===== src/rtl/cmd_parser.sv =====
// cmd_parser: byte-stream command decoder.
// Short commands (opc[7]=0) decode in one byte. Long commands (opc[7]=1)
// take four payload bytes, which are assembled LSB-first into data_o.
// Stage opcodes 0xC0-0xDF also carry a stage index and a mask/val/cfg type.
// Optional feature: define CMD_PARSER_TIMEOUT_EN to abort a long command
// after TIMEOUT_CYC idle cycles inside DATA. Without it, DATA waits forever.
module cmd_parser #(
    parameter int STAGES      = 4,
    parameter int TIMEOUT_CYC = 1024,
    localparam int STG_W      = (STAGES > 1) ? $clog2(STAGES) : 1
) (
    input  logic             clk_i,
    input  logic             rst_in,
    input  logic             stb_i,
    input  logic [7:0]       opc_i,
    output logic [8:0]       short_o,
    output logic [7:0]       long_o,
    output logic [STG_W-1:0] stg_o,
    output logic [31:0]      data_o,
    output logic             stb_o,
    output logic             err_o,
    output logic             busy_o
);

    typedef enum logic {
        IDLE = 1'b0,
        DATA = 1'b1
    } state_e;

    localparam logic [3:0] STAGES_L = 4'(STAGES);

    // Reject illegal parameter values at elaboration time.
    if (!(STAGES == 2 || STAGES == 4 || STAGES == 8)) begin : g_bad_stages
        $error("cmd_parser: STAGES must be 2, 4 or 8");
    end
    if (TIMEOUT_CYC < 2 || TIMEOUT_CYC > 65535) begin : g_bad_timeout
        $error("cmd_parser: TIMEOUT_CYC must be in 2..65535");
    end

    state_e             state_q, state_d;
    logic [7:0]         opc_q, opc_d;     // latched long opcode
    logic [1:0]         cnt_q, cnt_d;     // payload bytes received so far
    logic [23:0]        buf_q, buf_d;     // first three payload bytes
    logic [8:0]         short_q, short_d;
    logic [7:0]         long_q, long_d;
    logic [STG_W-1:0]   stg_q, stg_d;
    logic [31:0]        data_q, data_d;
    logic               stb_q, stb_d;
    logic               err_q, err_d;

    // Decoded views of the incoming byte and of the latched long opcode.
    logic [8:0]         short_hit;
    logic [7:0]         long_hit;
    logic [2:0]         long_stage;
    logic               long_ok;

`ifdef CMD_PARSER_TIMEOUT_EN
    localparam logic [15:0] TMO_LAST = 16'(TIMEOUT_CYC - 1);
    logic [15:0]        tmo_q, tmo_d;     // idle cycles seen in DATA
`endif

    // Short opcode lookup: one-hot index, all zero for an unknown opcode.
    // NOTE: every variable written in an always_comb gets a default first,
    // otherwise paths that skip the assignment infer a latch.
    always_comb begin
        short_hit = '0;
        case (opc_i)
            8'h00:   short_hit[0] = 1'b1;
            8'h01:   short_hit[1] = 1'b1;
            8'h02:   short_hit[2] = 1'b1;
            8'h04:   short_hit[3] = 1'b1;
            8'h05:   short_hit[4] = 1'b1;
            8'h06:   short_hit[5] = 1'b1;
            8'h0F:   short_hit[6] = 1'b1;
            8'h11:   short_hit[7] = 1'b1;
            8'h13:   short_hit[8] = 1'b1;
            default: short_hit = '0;
        endcase
    end

    // Long opcode lookup: command bit, stage index and legality check.
    always_comb begin
        long_hit   = '0;
        long_stage = '0;
        case (opc_q)
            8'h80:   long_hit[3] = 1'b1;
            8'h81:   long_hit[4] = 1'b1;
            8'h82:   long_hit[5] = 1'b1;
            8'h9E:   long_hit[6] = 1'b1;
            8'h9F:   long_hit[7] = 1'b1;
            default: begin
                // 0xC0-0xCF -> stages 0..3, 0xD0-0xDF -> stages 4..7.
                if (opc_q[7:5] == 3'b110) begin
                    long_stage = {opc_q[4], opc_q[3:2]};
                    case (opc_q[1:0])
                        2'd0:    long_hit[0] = 1'b1;
                        2'd1:    long_hit[1] = 1'b1;
                        2'd2:    long_hit[2] = 1'b1;
                        default: long_hit = '0;
                    endcase
                end
            end
        endcase
        long_ok = (long_hit != '0) && ({1'b0, long_stage} < STAGES_L);
    end

    // Next-state and next-output logic for the IDLE/DATA collector.
    always_comb begin
        state_d = state_q;
        opc_d   = opc_q;
        cnt_d   = cnt_q;
        buf_d   = buf_q;
        short_d = '0;
        long_d  = '0;
        stg_d   = stg_q;
        data_d  = data_q;
        stb_d   = 1'b0;
        err_d   = 1'b0;
`ifdef CMD_PARSER_TIMEOUT_EN
        tmo_d   = tmo_q;
`endif
        case (state_q)
            IDLE: begin
                if (stb_i) begin
                    if (!opc_i[7]) begin
                        if (short_hit != '0) begin
                            short_d = short_hit;
                            stb_d   = 1'b1;
                        end else begin
                            err_d = 1'b1;
                        end
                    end else begin
                        opc_d   = opc_i;
                        cnt_d   = '0;
                        state_d = DATA;
`ifdef CMD_PARSER_TIMEOUT_EN
                        tmo_d   = '0;
`endif
                    end
                end
            end
            DATA: begin
                if (stb_i) begin
`ifdef CMD_PARSER_TIMEOUT_EN
                    tmo_d = '0;
`endif
                    if (cnt_q == 2'd3) begin
                        state_d = IDLE;
                        cnt_d   = '0;
                        if (long_ok) begin
                            long_d = long_hit;
                            stb_d  = 1'b1;
                            data_d = {opc_i, buf_q};
                            stg_d  = long_stage[STG_W-1:0];
                        end else begin
                            err_d = 1'b1;
                        end
                    end else begin
                        case (cnt_q)
                            2'd0:    buf_d[7:0]   = opc_i;
                            2'd1:    buf_d[15:8]  = opc_i;
                            default: buf_d[23:16] = opc_i;
                        endcase
                        cnt_d = cnt_q + 2'd1;
                    end
                end
`ifdef CMD_PARSER_TIMEOUT_EN
                else if (tmo_q == TMO_LAST) begin
                    state_d = IDLE;
                    cnt_d   = '0;
                    err_d   = 1'b1;
                end else begin
                    tmo_d = tmo_q + 16'd1;
                end
`endif
            end
            default: state_d = IDLE;
        endcase
    end

    // State and output registers, cleared by the asynchronous reset.
    // NOTE: sequential state uses non-blocking (<=) assignments so every
    // flop samples the pre-edge values, independent of statement order.
    always_ff @(posedge clk_i or negedge rst_in) begin
        if (!rst_in) begin
            state_q <= IDLE;
            opc_q   <= '0;
            cnt_q   <= '0;
            buf_q   <= '0;
            short_q <= '0;
            long_q  <= '0;
            stg_q   <= '0;
            data_q  <= '0;
            stb_q   <= 1'b0;
            err_q   <= 1'b0;
        end else begin
            state_q <= state_d;
            opc_q   <= opc_d;
            cnt_q   <= cnt_d;
            buf_q   <= buf_d;
            short_q <= short_d;
            long_q  <= long_d;
            stg_q   <= stg_d;
            data_q  <= data_d;
            stb_q   <= stb_d;
            err_q   <= err_d;
        end
    end

`ifdef CMD_PARSER_TIMEOUT_EN
    // Idle-cycle counter for aborting a stalled long command.
    always_ff @(posedge clk_i or negedge rst_in) begin
        if (!rst_in) begin
            tmo_q <= '0;
        end else begin
            tmo_q <= tmo_d;
        end
    end
`endif

    assign short_o = short_q;
    assign long_o  = long_q;
    assign stg_o   = stg_q;
    assign data_o  = data_q;
    assign stb_o   = stb_q;
    assign err_o   = err_q;
    assign busy_o  = (state_q == DATA);

endmodule

===== config.mk =====
export PLATFORM = sky130hd
export DESIGN_NAME = cmd_parser
export DESIGN_NICKNAME = d
export VERILOG_FILES = /design/src/rtl/cmd_parser.sv
export SDC_FILE = /design/constraint.sdc
export NUM_CORES = 1
export LEC_CHECK = 0
export ABC_AREA = 1
export CAP_MARGIN = 30
export CORE_MARGIN = 1
export CORE_UTILIZATION = 25
export CTS_CLUSTER_SIZE = 12
export DETAILED_ROUTE_END_ITERATION = 12
export GPL_ROUTABILITY_DRIVEN = 0
export SLEW_MARGIN = 20
export SYNTH_ARGS = -nofsm -noshare
export SYNTH_HDL_FRONTEND = slang
export SYNTH_SLANG_ARGS = --single-unit
export TNS_END_PERCENT = 5

===== constraint.sdc =====
create_clock -name clk_i -period 4.3 [get_ports clk_i]
set_input_delay 0.43 -clock clk_i [delete_from_list [all_inputs] [get_ports clk_i]]
set_output_delay 0.43 -clock clk_i [all_outputs]
set_load 0.03 [all_outputs]

run_1/util_map.png
Drawn at 3 px/um. 12 x 12 tiles, from dark blue (low) to red (high), 0 to 100% covered.
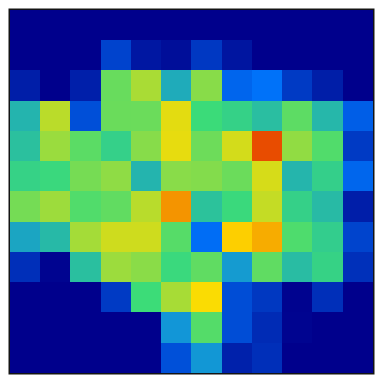
emptiest ninth of the die: lower left
fullest tile: 91%
densest ninth of the die: center
mean over tiles: 30%
nearly empty tiles: 30%

run_1/port_trees.png
Drawn at 2 px/um.
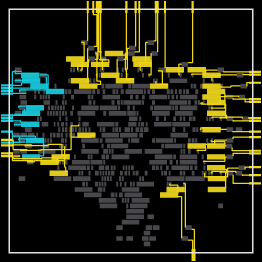
legend:
  yellow:
    port: data_o
    direction: output
    end_cells: 32
    buffers: 32
    wire: 1040 um
  cyan:
    port: short_o
    direction: output
    end_cells: 9
    buffers: 9
    wire: 234 um
IO buf count: 64
Ports: 65

run_1/congestion_map.png
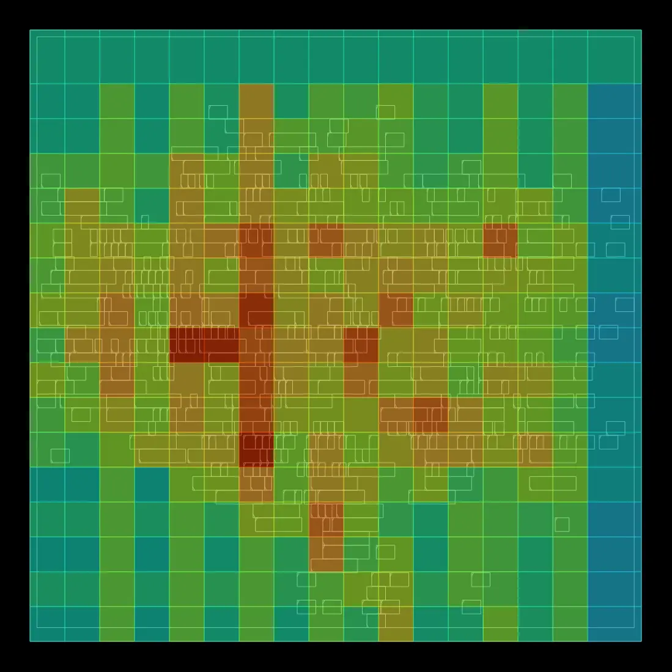
met1 Track Usage GR: 16.3%
drt wl/cell: 13.2 um
final core occ: 33.4%
Global Route Usage Sum: 12.3%

==> summary.txt, run 1 <==
Status -> completed
Fin Setup TNS -> 0 ns
Max-area cell share -> 62.2%
Pins over their slew limit -> 0
Worst setup EP type -> flop
Hold Violations, Final -> 0
Clock sinks -> 88
OpenROAD warning count -> 29
Hold_buf cts -> 0
Synth area leader -> dfrtp_1
Top-count cell post-synth -> nand2_1
Clock Latency Late Sink -> 0.33 ns
Worst VDD drop -> 286 uV
ANT cells -> 0
Crit-path max cell delay -> 0.54 ns
Tcrit/Tclk final -> 51.4%
PwrDens -> 651 nW/um^2
Worst Max-Slew Pin Slew -> 0.733 ns
Leakage Power -> 2.21 nW
Crit-path cells -> inv_1 > nand2_1 > nor2_2 > nand3b_1 > nand3_4 > nand2_2 > nand2_1 > nand2_1
Post-route ant nets -> 0
## run 1: state kept, by name, indices dropped and copies added (netlist names), 2 cells and up
name,count
buf_q,24
cnt_q,2
data_o,32
long_o,8
opc_q,8
short_o,9
stg_o,2
## run 1: final timing paths
path / endpoint / slack [ns]
setup / recovery: data_o[0] / 2.09
hold / removal: data_o[31] / 0.05
setup reg to reg: data_o[0] / 2.09
hold reg to reg: opc_q[7] / 0.47
max in group asynchronous: data_o[23] / 3.64
min in group clk_i: opc_q[7] / 0.47
## run 1: per-layer routing
| metal | wire [um] | part of all wire (%) | vias to the layer above |
|---|---|---|---|
| met3 | 633 | 7.6 | 4 |
| met5 | 0 | 0 | - |
| met4 | 40 | 0.48 | 0 |
| met1 | 3830 | 46 | 1301 |
| met2 | 3870 | 46 | 83 |
| li1 | - | - | 1364 |
## run 1: where the power goes
| group | internal [mW] | switching [mW] |
|---|---|---|
| Combinational | 0.381 | 0.682 |
| Clock | 0.385 | 0.293 |
| Sequential | 1.09 | 0.171 |
| Total | 1.86 | 1.15 |
## run 1: through the flow
stage	utilization [%]	instance area (sq um)	hold slack, ns
2_1_floorplan	-	3540	0.134
5_1_grt	33.4	4620	0.0820
3_5_place_dp	31.5	4360	0.409
3_3_place_gp	31.3	4330	0.456
4_1_cts	33.4	4620	0.0569
6_report	33.4	4620	0.0496
## run 1: layout make-up
cell class,count,area [sq um]
clock buffers,11,233
clock inverters,4,22.5
fillers,1405,9210
inverters,24,90.1
multi-input cells,263,1170
flip-flops and latches,88,2200
well taps,180,225
repair buffers,66,673
## run 1: placed cells by master, fill, tap and decap left out, types with 2 or more instances in the layout
cell and instances:
nand2_2 2, nor2_1 38, clkinv_2 3, ha_1 4, nor2_2 2, clkbuf_16 9, nand3_1 42, nand2_1 129
inv_1 24, clkdlybuf4s50_1 63, o21ai_0 34, nor3_1 2, dfrtp_1 88, clkbuf_1 2, buf_4 2, nand4_1 3
## run 1: critical path, delay by kind of cell, from the launching register on
family	cells	cell delay (ns)
buffers and inverters	1	0.06
DFF	1	0.37
and+or+nand+nor	7	1.65
## run 1: cells by family (layout without fill, tap and decap cells)
kind of cell / Yosys count / count (layout) / share of synthesized area, %
compound gates: 37 / 37 / 5.44
fa+ha+maj: 4 / 4 / 1.41
buf+inv: 39 / 105 / 4.84
flops: 88 / 88 / 62.2
simple gates: 222 / 222 / 26.1
run_1/m3.png
Drawn at 4 px/um. Cells faint in the background.
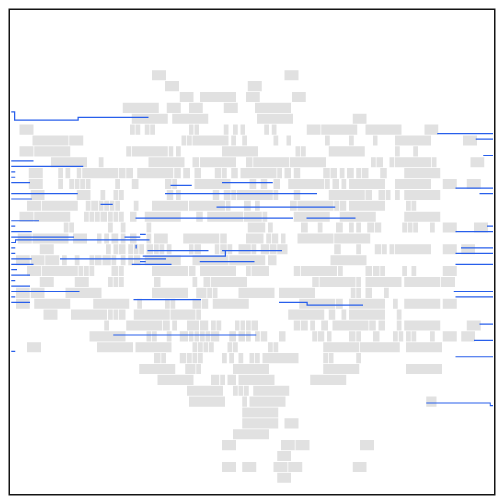

==> run 2, diff against run 1 <==
==> constraint.sdc (replaced) <==
create_clock -name clk_i -period 2 [get_ports clk_i]
set_input_delay 0.2 -clock clk_i [delete_from_list [all_inputs] [get_ports clk_i]]
set_output_delay 0.2 -clock clk_i [all_outputs]
set_load 0.03 [all_outputs]
run_2/m3.png
Drawn at 4 px/um. Cells faint in the background.
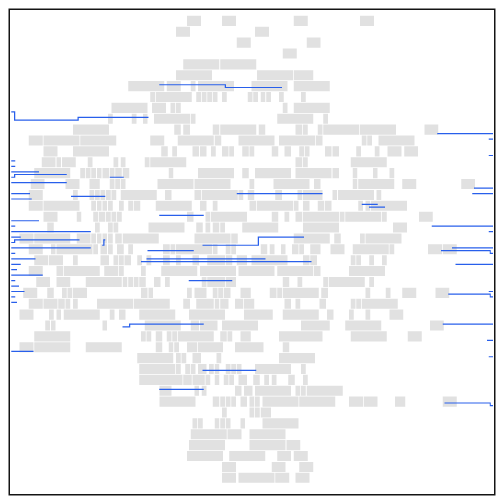
share of all routed wire: 6.2%
nets with wire on the layer: 51
main direction: horizontal
M3 GR Usage: 4.14%
final wirelength: 8.64 mm
DR vias: 2789

==> summary.txt, run 2 <==
Status -> completed
Synth area leader -> dfrtp_1
Fin Setup TNS -> 0 ns
PwrDens -> 1460 nW/um^2
Max-area cell share -> 62.2%
ANT cells -> 0
Ports -> 65
Crit path buf inv count -> 1
Gate Area -> 1170 sq um
Simple-gate area share of the yosys netlist -> 26.1%
Drt wl/cell -> 13.4 um
CP delay by family, top -> buffers and inverters
Commonest Layout Cell -> nand2_1
Crit-path cells -> clkdlybuf4s50_1
Top-count cell post-synth -> nand2_1
Post-route ant nets -> 0
Worst VDD drop -> 565 uV
Worst setup EP type -> output port
Post-synth mux share -> 0%
Commonest non-fill, non-tap cells in the layout -> nand2_1, dfrtp_1, clkdlybuf4s50_1
Register area -> 2200 sq um
Final core occ -> 34.6%
Hold Violations, Final -> 0
-- run 2: logic make-up after synthesis --
logic type / after synthesis
AND/OR/NAND/NOR: 222
adder cells (fa/ha/maj): 4
flip-flops: 88
buffers and inverters: 39
AND-OR/OR-AND: 37
-- run 2: per-layer routing --
layer | global-route usage, % | vias up | part of all wire [%]
li1 | - | 1388 | -
met1 | 17.9 | 1327 | 48
met2 | 19.0 | 67 | 45
met3 | 4.14 | 7 | 6.2
met4 | 3.86 | 0 | 0.88
met5 | 0 | - | 0
-- run 2: path summary, 6_finish.rpt --
| path | from | endpoint | slack (ns) | cells past startpoint |
|---|---|---|---|---|
| worst max-delay path | busy_o | busy_o | 0.33 | 1 |
| worst min-delay path | rst_in | data_o[4] | 0.33 | 2 |
| worst max register to register | opc_q[1] | data_o[21] | 0.35 | 8 |
| worst min register to register | stg_o[0] | stg_o[0] | 0.47 | 2 |
| max in group asynchronous | rst_in | data_o[20] | 1.05 | 3 |
| min in group clk_i | stg_o[0] | stg_o[0] | 0.47 | 2 |
-- run 2: power by group --
group | internal [mW] | switching, mW | leakage, nW | total, mW
Sequential | 2.35 | 0.391 | 1.15 | 2.74
Combinational | 0.923 | 1.50 | 0.982 | 2.42
Clock | 1.16 | 0.679 | 0.158 | 1.84
-- run 2: stage by stage --
stage	instance area, sq um	power (mW)	hold slack (ns)	setup slack, ns
6_report	4780	7.00	0.328	0.329
5_1_grt	4780	7.46	0.386	0.167
4_1_cts	4780	7.09	0.344	0.308
3_5_place_dp	4440	5.23	0.142	0.151
3_3_place_gp	4440	5.17	0.138	0.271
2_1_floorplan	3540	4.18	-0.0956	0.568
-- run 2: cell type report --
type | count | share of cell area (%)
multi-input combinational | 263 | 24.5
clock inverter | 4 | 1.60
tap | 180 | 4.71
timing repair buffer | 75 | 15.9
clock buffer | 11 | 5.29
inverter | 24 | 1.89
sequential | 88 | 46.1
Power and IR drop assume default switching activity.
